Design pc_sequence_controller, sky130hd; sources not shown.
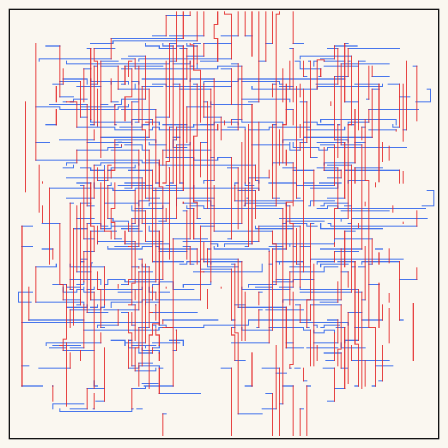
layers.png
Only two layers are drawn.
[red] M2 | wire length: 1980 µm
[blue] M1 | wire length: 1650 µm
GRT Util Overall: 24.2%
per-cell routed wire length: 14.8 µm
post-detailed-routing wire length: 3950 µm
total vias in the final route: 1464

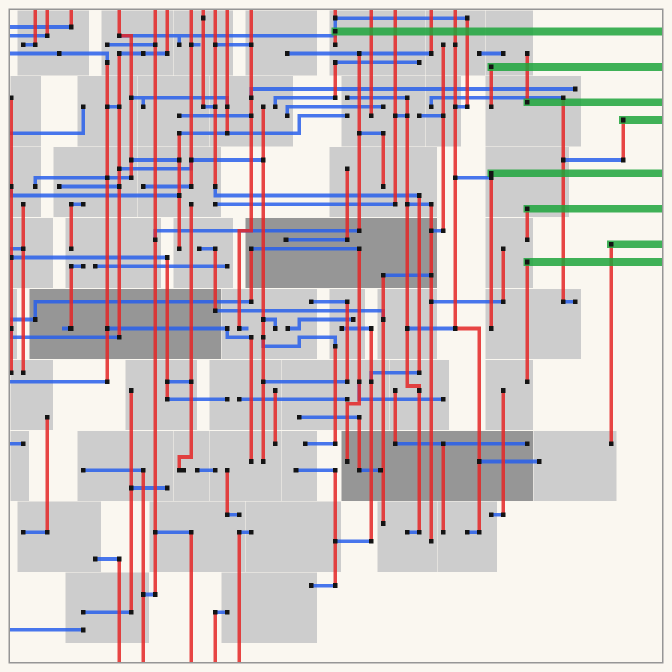
closeup.png
Region (31, 2) to (56, 27) µm. Cells in gray, sequential cells in the stronger gray; small squares are vias.
[blue] M1
[green] M3
[red] M2
sequential cells in the window: 3
most frequent: clkdlybuf4s50_1 (7), buf_4 (6)
cells with their middle in the window: 47

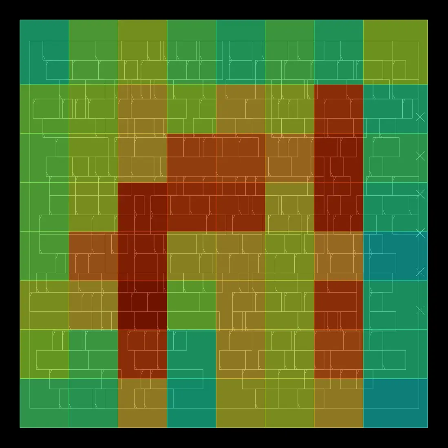
congestion_map.png
met1 track demand over resource in global routing: 27.2%
Most Crowded Layer GR: met2
global routing met3 resource utilization: 3.63%
GR met2 Demand/Resource: 44.4%

==> flow_results.xml <==
<?xml version="1.0" encoding="UTF-8"?>
<metrics>
  <group name="run_status">
    <metric name="status" unit="">complete, but fails checks</metric>
    <metric name="violations" unit="">design-rule violations, negative setup slack</metric>
  </group>
  <group name="sta">
    <metric name="report.final.slew_viol_count" unit="">0</metric>
    <metric name="worst_slew_pin_slew" unit="ps">463</metric>
    <metric name="timing.final.setup_violations" unit="">3</metric>
    <metric name="setup_slack" unit="ps">-121</metric>
    <metric name="hold_viol_final" unit="">0</metric>
    <metric name="grt_setup_unrepaired" unit="">yes</metric>
    <metric name="fin_crit_sh" unit="%">106</metric>
    <metric name="finClkSkew" unit="ps">3.16</metric>
    <metric name="max-slew-margin-rel" unit="%">68.7</metric>
  </group>
  <group name="pwr">
    <metric name="p_sw" unit="W">0.000320</metric>
    <metric name="power.ir.vdd_worst" unit="mV">0.333</metric>
    <metric name="comb_power_share" unit="%">35.0</metric>
    <metric name="cellLeakagePower" unit="nW">0.888</metric>
    <metric name="power.switching_fraction" unit="%">30.6</metric>
    <metric name="clkPwrFrac" unit="%">20.8</metric>
    <metric name="post-layout-total-power" unit="W">0.00104</metric>
    <metric name="cell_internal_pwr" unit="W">0.000725</metric>
    <metric name="sequentialPowerShare" unit="%">44.2</metric>
  </group>
  <group name="logic_synthesis">
    <metric name="yosys.stat.seqShare" unit="%">30.5</metric>
    <metric name="synth-cells-yosys" unit="">170</metric>
    <metric name="yosys_warnings" unit="">0</metric>
    <metric name="synth.distinct_cells" unit="">49</metric>
    <metric name="yosys_register_bits" unit="">21</metric>
    <metric name="postSynth.asyncResetShare" unit="%">0</metric>
    <metric name="ys_area" unit="µm²">1380</metric>
    <metric name="top_cells_by_count" unit="">sky130_fd_sc_hd__dfxtp_1, sky130_fd_sc_hd__nor2_1, sky130_fd_sc_hd__nand2_1, sky130_fd_sc_hd__inv_1, sky130_fd_sc_hd__nor2b_1</metric>
    <metric name="post-synth-top-count-cell" unit="">sky130_fd_sc_hd__dfxtp_1</metric>
    <metric name="yosys-top-cells-area" unit="">sky130_fd_sc_hd__dfxtp_1, sky130_fd_sc_hd__mux2i_1, sky130_fd_sc_hd__nor2_1, sky130_fd_sc_hd__nand2_1, sky130_fd_sc_hd__nor2b_1</metric>
  </group>
  <group name="clocking">
    <metric name="clk_pin_slew_worst_paths" unit="ps">130</metric>
    <metric name="post_cts_hold_buffer_count" unit="">0</metric>
    <metric name="htree_num_levels" unit="">1</metric>
    <metric name="cts_repair_resize_count" unit="">30</metric>
    <metric name="clock_insertion_delay_worst_skew" unit="ps">310</metric>
  </group>
  <group name="setup_path">
    <metric name="setup.reg_to_reg.worst_slack" unit="ps">60</metric>
    <metric name="cp-start-kind" unit="">register</metric>
    <metric name="timing.critical_path.fanout_max" unit="">2</metric>
    <metric name="critPathRequiredTime" unit="ps">1700</metric>
  </group>
  <group name="global_route">
    <metric name="grt_pass1_wl" unit="µm">6240</metric>
    <metric name="grt_pass1_vias" unit="">1460</metric>
    <metric name="gr_ovfl_total" unit="">0</metric>
  </group>
  <group name="route">
    <metric name="antenna_viol_nets_final" unit="">0</metric>
    <metric name="route.layer.met1.wl" unit="µm">1650</metric>
    <metric name="routed.top_layer" unit="">met4</metric>
    <metric name="remaining_drc_errors" unit="">6</metric>
    <metric name="routed-wl-met3" unit="µm">225</metric>
  </group>
  <group name="final_layout">
    <metric name="layout.sequential_cells" unit="">21</metric>
    <metric name="largest_register_ff_count" unit="">8</metric>
    <metric name="dominant_cells" unit="">logic gates</metric>
    <metric name="comb_share" unit="%">44.1</metric>
    <metric name="fraction_of_final_layout_cells_sized_beyond_drive_strength_1" unit="%">22.6</metric>
    <metric name="nonClockInverterCount" unit="">11</metric>
    <metric name="fin_util" unit="%">71.7</metric>
    <metric name="antenna_cells_inserted" unit="">0</metric>
    <metric name="final_nets" unit="">271</metric>
    <metric name="final-clk-cell-share" unit="%">1.36</metric>
    <metric name="bufAreaShareNonClock" unit="%">29.7</metric>
    <metric name="count_of_non_cts_buffers_in_the_layout" unit="">70</metric>
    <metric name="multi_input_comb_area" unit="µm²">895</metric>
    <metric name="layout.area.seq" unit="µm²">424</metric>
  </group>
  <group name="die">
    <metric name="fp.dieH" unit="µm">57.4</metric>
    <metric name="die-width" unit="µm">57.4</metric>
    <metric name="core_util_floorplan" unit="%">48.7</metric>
    <metric name="top_level_ports" unit="">48</metric>
    <metric name="std_cell_rows" unit="">19</metric>
    <metric name="dieArea" unit="µm²">3290</metric>
  </group>
  <group name="place">
    <metric name="globalplace.congestion" unit="">0.869</metric>
    <metric name="detailed_place_hpwl" unit="µm">2910</metric>
    <metric name="placement.io_buffers" unit="">47</metric>
  </group>
  <group name="hold_path">
    <metric name="class_of_the_worst_hold_path" unit="">register to register</metric>
  </group>
</metrics>
cells in the final DEF (no fill, tap or decap), types with 2 or more instances in the layout:
cell / netlist / layout
sky130_fd_sc_hd__clkdlybuf4s50_1: 0 / 31
sky130_fd_sc_hd__buf_4: 2 / 21
sky130_fd_sc_hd__dfxtp_1: 21 / 18
sky130_fd_sc_hd__nor2_1: 18 / 16
sky130_fd_sc_hd__nand2_1: 14 / 13
sky130_fd_sc_hd__inv_1: 11 / 11
sky130_fd_sc_hd__a21oi_1: 7 / 7
sky130_fd_sc_hd__nor2b_1: 8 / 7
sky130_fd_sc_hd__mux2i_1: 7 / 7
sky130_fd_sc_hd__dlygate4sd2_1: 0 / 7
sky130_fd_sc_hd__and2_1: 6 / 6
sky130_fd_sc_hd__clkbuf_2: 0 / 6
sky130_fd_sc_hd__nand2b_1: 5 / 5
sky130_fd_sc_hd__xor2_1: 5 / 5
sky130_fd_sc_hd__a221o_1: 4 / 4
sky130_fd_sc_hd__a211oi_1: 3 / 3
sky130_fd_sc_hd__o21ai_0: 3 / 3
sky130_fd_sc_hd__nand3_1: 3 / 3
sky130_fd_sc_hd__a22o_1: 3 / 3
sky130_fd_sc_hd__mux2_2: 3 / 3
sky130_fd_sc_hd__clkbuf_4: 0 / 3
sky130_fd_sc_hd__dfxtp_2: 0 / 3
sky130_fd_sc_hd__nor2_2: 0 / 2
sky130_fd_sc_hd__o211ai_1: 2 / 2
sky130_fd_sc_hd__a221oi_1: 2 / 2
sky130_fd_sc_hd__nor3_1: 2 / 2
sky130_fd_sc_hd__and4_1: 2 / 2
sky130_fd_sc_hd__or3_1: 2 / 2
sky130_fd_sc_hd__nand4_1: 2 / 2
sky130_fd_sc_hd__o2111ai_1: 2 / 2
sky130_fd_sc_hd__ha_1: 2 / 2
sky130_fd_sc_hd__buf_2: 0 / 2
sky130_fd_sc_hd__buf_6: 1 / 2
logic make-up (layout without fill, tap and decap cells):
kind of cell / after synthesis / count (layout) / share of synthesized area, %
buffers and inverters: 20 / 85 / 6.53
xor gates and xnor gates: 6 / 6 / 3.81
muxes: 10 / 10 / 7.53
adders and majority gates: 2 / 2 / 1.81
DFF: 21 / 21 / 30.5
and+or+nand+nor: 73 / 73 / 28.7
AOI/OAI and AO/OA: 38 / 38 / 21.1
power by group through the flow:
stage               clock network (W)  logic (W)  registers [W]
detailed placement                  0   0.000352       0.000468
finish                       0.000217   0.000366       0.000461
global placement                    0   0.000343       0.000466
CTS                          0.000216   0.000357       0.000459
global route                 0.000234   0.000395       0.000464
floorplan                           0   0.000185       0.000467
stage by stage:
step	hold WS (ps)	area, µm²	TNS (ps)	instances	worst slack, ps
after floorplan	444	1390	0	170	10.6
after global placement	459	2000	-2190	260	-220
after detailed placement	468	2000	-2600	260	-259
after CTS	488	2040	-268	266	-179
after global routing	511	2030	-325	266	-176
final	485	2030	-181	266	-121
worst max-delay path: stages (launching register included):
cell and delay (ps):
sky130_fd_sc_hd__dfxtp_2 350, sky130_fd_sc_hd__or3b_4 400, sky130_fd_sc_hd__or2_4 260, sky130_fd_sc_hd__nor3b_4 210, sky130_fd_sc_hd__a31o_1 150, sky130_fd_sc_hd__buf_2 130
Power is estimated from default activity; no workload was simulated.
